Metal 3:
(1 px per um)
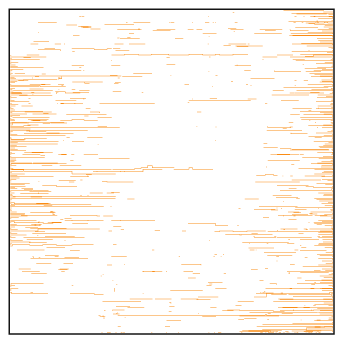
Met2 routing:
(1 px per um)
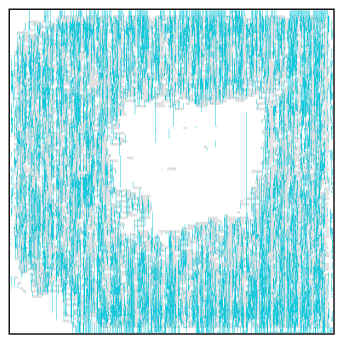
M4 wires:
(1 px per um) Supply wires on this layer in gray.
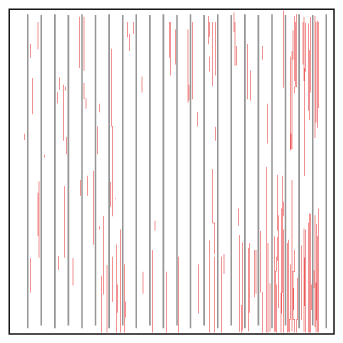
===== config.mk =====
export PLATFORM = sky130hd
export DESIGN_NAME = aes_job_scheduler
export DESIGN_NICKNAME = d
export VERILOG_FILES = /design/src/rtl/aes_job_scheduler.sv
export SDC_FILE = /design/constraint.sdc
export NUM_CORES = 2
export LEC_CHECK = 0
export CAP_MARGIN = 15
export CORE_MARGIN = 4
export CORE_UTILIZATION = 54
export DETAILED_ROUTE_END_ITERATION = 12
export GPL_ROUTABILITY_DRIVEN = 0
export PLACE_DENSITY = 0.84
export SETUP_SLACK_MARGIN = 0.4
export SKIP_CTS_REPAIR_TIMING = 1
export SYNTH_ARGS = -nofsm -noshare
export SYNTH_HDL_FRONTEND = slang
export SYNTH_SLANG_ARGS = --single-unit

===== constraint.sdc =====
create_clock -name clk -period 21.6 [get_ports clk]
set_input_delay 6.48 -clock clk [delete_from_list [all_inputs] [get_ports clk]]
set_output_delay 6.48 -clock clk [all_outputs]
set_load 0.02 [all_outputs]

===== src/rtl/aes_job_scheduler.sv =====
// aes_job_scheduler: queues AES encrypt/decrypt jobs in a small FIFO and
// sequences them one at a time through an external SPI AES master
// (reset pulse, select, wait for done, capture, hand result downstream).
// Optional feature: define AES_JOB_TIMEOUT_EN to abort a RUN that lasts
// TIMEOUT_CYC cycles without core_done (result reported with res_err=1).
module aes_job_scheduler #(
    parameter int Nk          = 4,
    parameter int DEPTH       = 4,
    parameter int TIMEOUT_CYC = 1024
) (
    input  logic              clk,
    input  logic              rst,
    input  logic              job_valid,
    output logic              job_ready,
    input  logic              job_mode,
    input  logic [127:0]      job_data,
    input  logic [Nk*32-1:0]  job_key,
    output logic              core_rst,
    output logic              core_sel_enc_n,
    output logic              core_sel_dec_n,
    output logic [127:0]      core_data,
    output logic [Nk*32-1:0]  core_key,
    input  logic              core_done,
    input  logic [127:0]      core_result,
    output logic              res_valid,
    input  logic              res_ready,
    output logic [127:0]      res_data,
    output logic              res_mode,
    output logic [3:0]        res_tag,
    output logic              res_err
);

    localparam int KW = Nk * 32;
    localparam int AW = $clog2(DEPTH);

    typedef enum logic [2:0] {
        S_IDLE,
        S_LOAD,
        S_RUN,
        S_CAPTURE,
        S_HOLD
    } state_t;

    state_t state, state_nx;

    // ---------------- job FIFO ----------------
    logic [AW:0]   wr_ptr, rd_ptr;
    logic [AW-1:0] wr_idx, rd_idx;
    logic          full, empty, push, pop;
    logic [3:0]    tag_cnt;

    logic          fifo_mode [DEPTH];
    logic [127:0]  fifo_data [DEPTH];
    logic [KW-1:0] fifo_key  [DEPTH];
    logic [3:0]    fifo_tag  [DEPTH];

    logic          head_mode;
    logic [127:0]  head_data;
    logic [KW-1:0] head_key;
    logic [3:0]    head_tag;

    assign wr_idx    = wr_ptr[AW-1:0];
    assign rd_idx    = rd_ptr[AW-1:0];
    assign empty     = (wr_ptr == rd_ptr);
    assign full      = (wr_ptr[AW] != rd_ptr[AW]) && (wr_idx == rd_idx);
    assign job_ready = !full;
    assign push      = job_valid && !full;
    assign pop       = (state == S_CAPTURE);

    assign head_mode = fifo_mode[rd_idx];
    assign head_data = fifo_data[rd_idx];
    assign head_key  = fifo_key[rd_idx];
    assign head_tag  = fifo_tag[rd_idx];

    // FIFO pointers and enqueue tag counter
    always_ff @(posedge clk or posedge rst) begin
        if (rst) begin
            wr_ptr  <= '0;
            rd_ptr  <= '0;
            tag_cnt <= '0;
        end else begin
            if (push) begin
                wr_ptr  <= wr_ptr + 1'b1;
                tag_cnt <= tag_cnt + 4'd1;
            end
            if (pop) begin
                rd_ptr <= rd_ptr + 1'b1;
            end
        end
    end

    // FIFO storage; contents are only meaningful between the pointers
    always_ff @(posedge clk) begin
        if (push) begin
            fifo_mode[wr_idx] <= job_mode;
            fifo_data[wr_idx] <= job_data;
            fifo_key[wr_idx]  <= job_key;
            fifo_tag[wr_idx]  <= tag_cnt;
        end
    end

    // ---------------- RUN timeout ----------------
    logic timeout_hit;

`ifdef AES_JOB_TIMEOUT_EN
    logic [31:0] run_cnt;

    // RUN cycle counter, zero in the first RUN cycle
    always_ff @(posedge clk or posedge rst) begin
        if (rst) begin
            run_cnt <= '0;
        end else begin
            run_cnt <= (state == S_RUN) ? run_cnt + 32'd1 : '0;
        end
    end

    assign timeout_hit = (state == S_RUN) && !core_done &&
                         (run_cnt == 32'(TIMEOUT_CYC - 1));
`else
    assign timeout_hit = 1'b0;
`endif

    // ---------------- control FSM ----------------
    logic load_cnt;

    // state register and LOAD length counter
    always_ff @(posedge clk or posedge rst) begin
        if (rst) begin
            state    <= S_IDLE;
            load_cnt <= 1'b0;
        end else begin
            state    <= state_nx;
            load_cnt <= (state == S_LOAD) ? !load_cnt : 1'b0;
        end
    end

    // next-state decode
    always_comb begin
        state_nx = state;
        case (state)
            S_IDLE:    if (!empty) state_nx = S_LOAD;
            S_LOAD:    if (load_cnt) state_nx = S_RUN;
            S_RUN:     if (core_done || timeout_hit) state_nx = S_CAPTURE;
            S_CAPTURE: state_nx = S_HOLD;
            S_HOLD:    if (res_ready) state_nx = S_IDLE;
            default:   state_nx = S_IDLE;
        endcase
    end

    // Core-side outputs are registered from the next state so they align
    // with the state they belong to and reset to the "core held" values.
    always_ff @(posedge clk or posedge rst) begin
        if (rst) begin
            core_rst       <= 1'b1;
            core_sel_enc_n <= 1'b1;
            core_sel_dec_n <= 1'b1;
            core_data      <= '0;
            core_key       <= '0;
        end else begin
            core_rst       <= (state_nx == S_LOAD);
            core_sel_enc_n <= !((state_nx == S_RUN) && !head_mode);
            core_sel_dec_n <= !((state_nx == S_RUN) && head_mode);
            if ((state == S_IDLE) && (state_nx == S_LOAD)) begin
                core_data <= head_data;
                core_key  <= head_key;
            end
        end
    end

    // result registers; data is taken in the cycle done is seen
    always_ff @(posedge clk or posedge rst) begin
        if (rst) begin
            res_data <= '0;
            res_mode <= 1'b0;
            res_tag  <= '0;
        end else begin
            if ((state == S_RUN) && core_done) begin
                res_data <= core_result;
            end else if (timeout_hit) begin
                res_data <= '0;
            end
            if (state == S_CAPTURE) begin
                res_mode <= head_mode;
                res_tag  <= head_tag;
            end
        end
    end

`ifdef AES_JOB_TIMEOUT_EN
    // error flag: set by an aborted RUN, cleared by a completed one
    always_ff @(posedge clk or posedge rst) begin
        if (rst) begin
            res_err <= 1'b0;
        end else if ((state == S_RUN) && core_done) begin
            res_err <= 1'b0;
        end else if (timeout_hit) begin
            res_err <= 1'b1;
        end
    end
`else
    assign res_err = 1'b0;
`endif

    assign res_valid = (state == S_HOLD);

endmodule


==> Flow_metrics.wiki <==
== Run summary ==
{| class="wikitable"
! Metric !! Value
|-
| Status || completed
|-
| Routed length on met1 || 47.13 mm
|-
| Reg-to-Reg Start || rd_ptr[0]
|-
| Combinational logic power || 3.95 mW
|-
| Critical Path Max Stage Delay || 910 ps
|-
| Clock sink total || 1450
|-
| Data buffer area share || 12.09%
|-
| Syn_nets || 2659
|-
| Non-clock buffer total of the final layout || 816
|-
| Clock tree from TritonCTS || done
|-
| Share of total power in sequential cells || 40.7%
|-
| Power per cell area || 159.3 nW/um2
|-
| Total number of placement rows || 115
|-
| Part of the power in combinational logic || 36.9%
|-
| Endpoint with the worst hold slack || core_key[53]
|-
| Top cell type by total area after synthesis || edfxtp_1
|-
| Proportion of cell area occupied by registers || 61.72%
|-
| Global Route met2 Usage || 42.96%
|-
| Min-Delay Path Class || flop to flop
|-
| Post-layout power || 10.72 mW
|-
| Fin crit period || 10100 ps
|-
| Via count of the first global-routing pass || 28519
|-
| Internal power contribution || 7.280 mW
|-
| Net count reported at finish || 3515
|-
| Yosys synthesis warning count || 0
|-
| Finish-stage setup viols || 0
|-
| Count of buffering cells on the critical path with inverters included || 4
|-
| Die Ht || 323.4 um
|-
| Non-CTS inverters || 5
|-
| Logic family by area || multiplexers
|-
| Cell total after placement || 4261
|-
| Width of the chip || 323.4 um
|-
| GRT Util Overall || 25.94%
|-
| Post-synthesis share of cell area spent on and-or and or-and gates || 0.1491%
|-
| Tapcells || 1287
|-
| Multi-Input Combinational || 704
|-
| Number of diodes || 27
|-
| Area enclosed by the die boundary || 104600 um2
|-
| Source of the critical timing path || job_valid
|-
| Data arrival time of the worst path || 10440 ps
|-
| Antenna violations before repair || 34
|-
| Fraction of registers with async set or reset after synthesis || 28.00%
|-
| Fraction of layout instances using a drive strength above 1 || 26.84%
|-
| Top-Level Pins || 785
|-
| Grt total ovfl || 0
|-
| Top layer reached by signal wires || met5
|-
| Largest contributor to cell area by class || sequential cells
|-
| Main synth FF type || edfxtp_1
|-
| Endpoint kind of the worst setup timing path || flop
|-
| Worst-path maximum fanout || 139
|-
| Maximum operating frequency || 0.09900 GHz
|-
| Post-synthesis instance area || 53710 um2
|-
| Top pwr grp || sequential cells
|-
| Number of remaining DRC errors || 0
|-
| Core footprint || 98560 um2
|-
| Met3 Track Usage GR || 8.146%
|-
| First-pass GRT wire length || 195.2 mm
|-
| Sequential Area || 41520 um2
|-
| Reg-to-reg setup timing slack || 16220 ps
|-
| Number of hold violations in the final report || 0
|-
| Number of enable-type register cells in the synthesized netlist || 1044
|-
| Count of instantiated cells in the yosys netlist || 2263
|-
| Most common logic cells in the final layout || 1044 x edfxtp_1, 783 x clkdlybuf4s50_1, 401 x dfrtp_1
|-
| Post-CTS clock slew at the launch and capture registers of the worst setup and hold paths || 60 ps
|-
| Net switching power of the design || 3.438 mW
|-
| Peak supply drop || 0.1151 mV
|-
| Met2 wirelength from detailed routing || 69.16 mm
|-
| Pin slew with the least headroom to its limit || 1211 ps
|-
| Clock skew || 27.98 ps
|-
| Logic depth of the worst register-to-register path || 6
|-
| Distinct cells, synth || 35
|-
| Gate Count Post-Synth || 2263
|-
| Placement Setup Slack || 10760 ps
|-
| Clock network power || 2.40 mW
|-
| Layout area overhead || 25.27%
|-
| Pin count of the biggest net entering global routing || 161
|-
| Avg Inst Size Synth || 23.73 um2
|-
| Flops out of synthesis || 1450
|-
| Kind of cell adding the most delay to the critical path || buffers and inverters
|-
| Clock buffer and inverter area fraction after layout || 6.751%
|-
| Final Routed Wirelength || 136.2 mm
|-
| Buffer levels on the longest clock path || 3
|-
| Leading registers by flop count || fifo_data x512, fifo_key x512
|-
| Max H-tree Level || 4
|-
| Net switching share of the total power || 32.08%
|-
| Clock buffer count from CTS || 142
|-
| Fraction of area in multi-input gates || 16.91%
|-
| Post-place instance area || 62650 um2
|-
| Cells along the critical path || clkdlybuf4s50_1, inv_1, a31oi_1, and2_4, buf_12, buf_4
|-
| Final worst setup slack || 11500 ps
|-
| Simple-gate share of the synthesized area || 0.2749%
|-
| Setup TNS || 0 ps
|-
| Floorplan Utilization || 54.49%
|-
| Headroom to the max-slew limit || 19.30%
|-
| Number of stages on the worst hold path || 1
|-
| Max-slew violation total from the final report || 0
|-
| Clock power frac || 22.4%
|-
| Half-perimeter wire length after placement || 86.09 mm
|-
| Comb area || 11380 um2
|-
| Register area share after synthesis || 77.30%
|-
| Routed wire length on met3 || 12.14 mm
|-
| Worst-path cell with the longest stage delay || buf_4
|}
About 'metal 3':
longest straight run: 147 um
wire length on this layer: 12100 um
main direction: horizontal
nets with wire on the layer: 609
share of all routed wire: 8.9%

About 'met2 routing':
main direction: vertical
longest straight run: 107 um
share of all routed wire: 51%
nets with wire on the layer: 3381
wire length on this layer: 69.2 mm

About 'M4 wires':
longest straight run: 165 um
wire length on this layer: 7720 um
nets with wire on the layer: 114
share of all routed wire: 5.7%

Power and IR drop assume default switching activity.
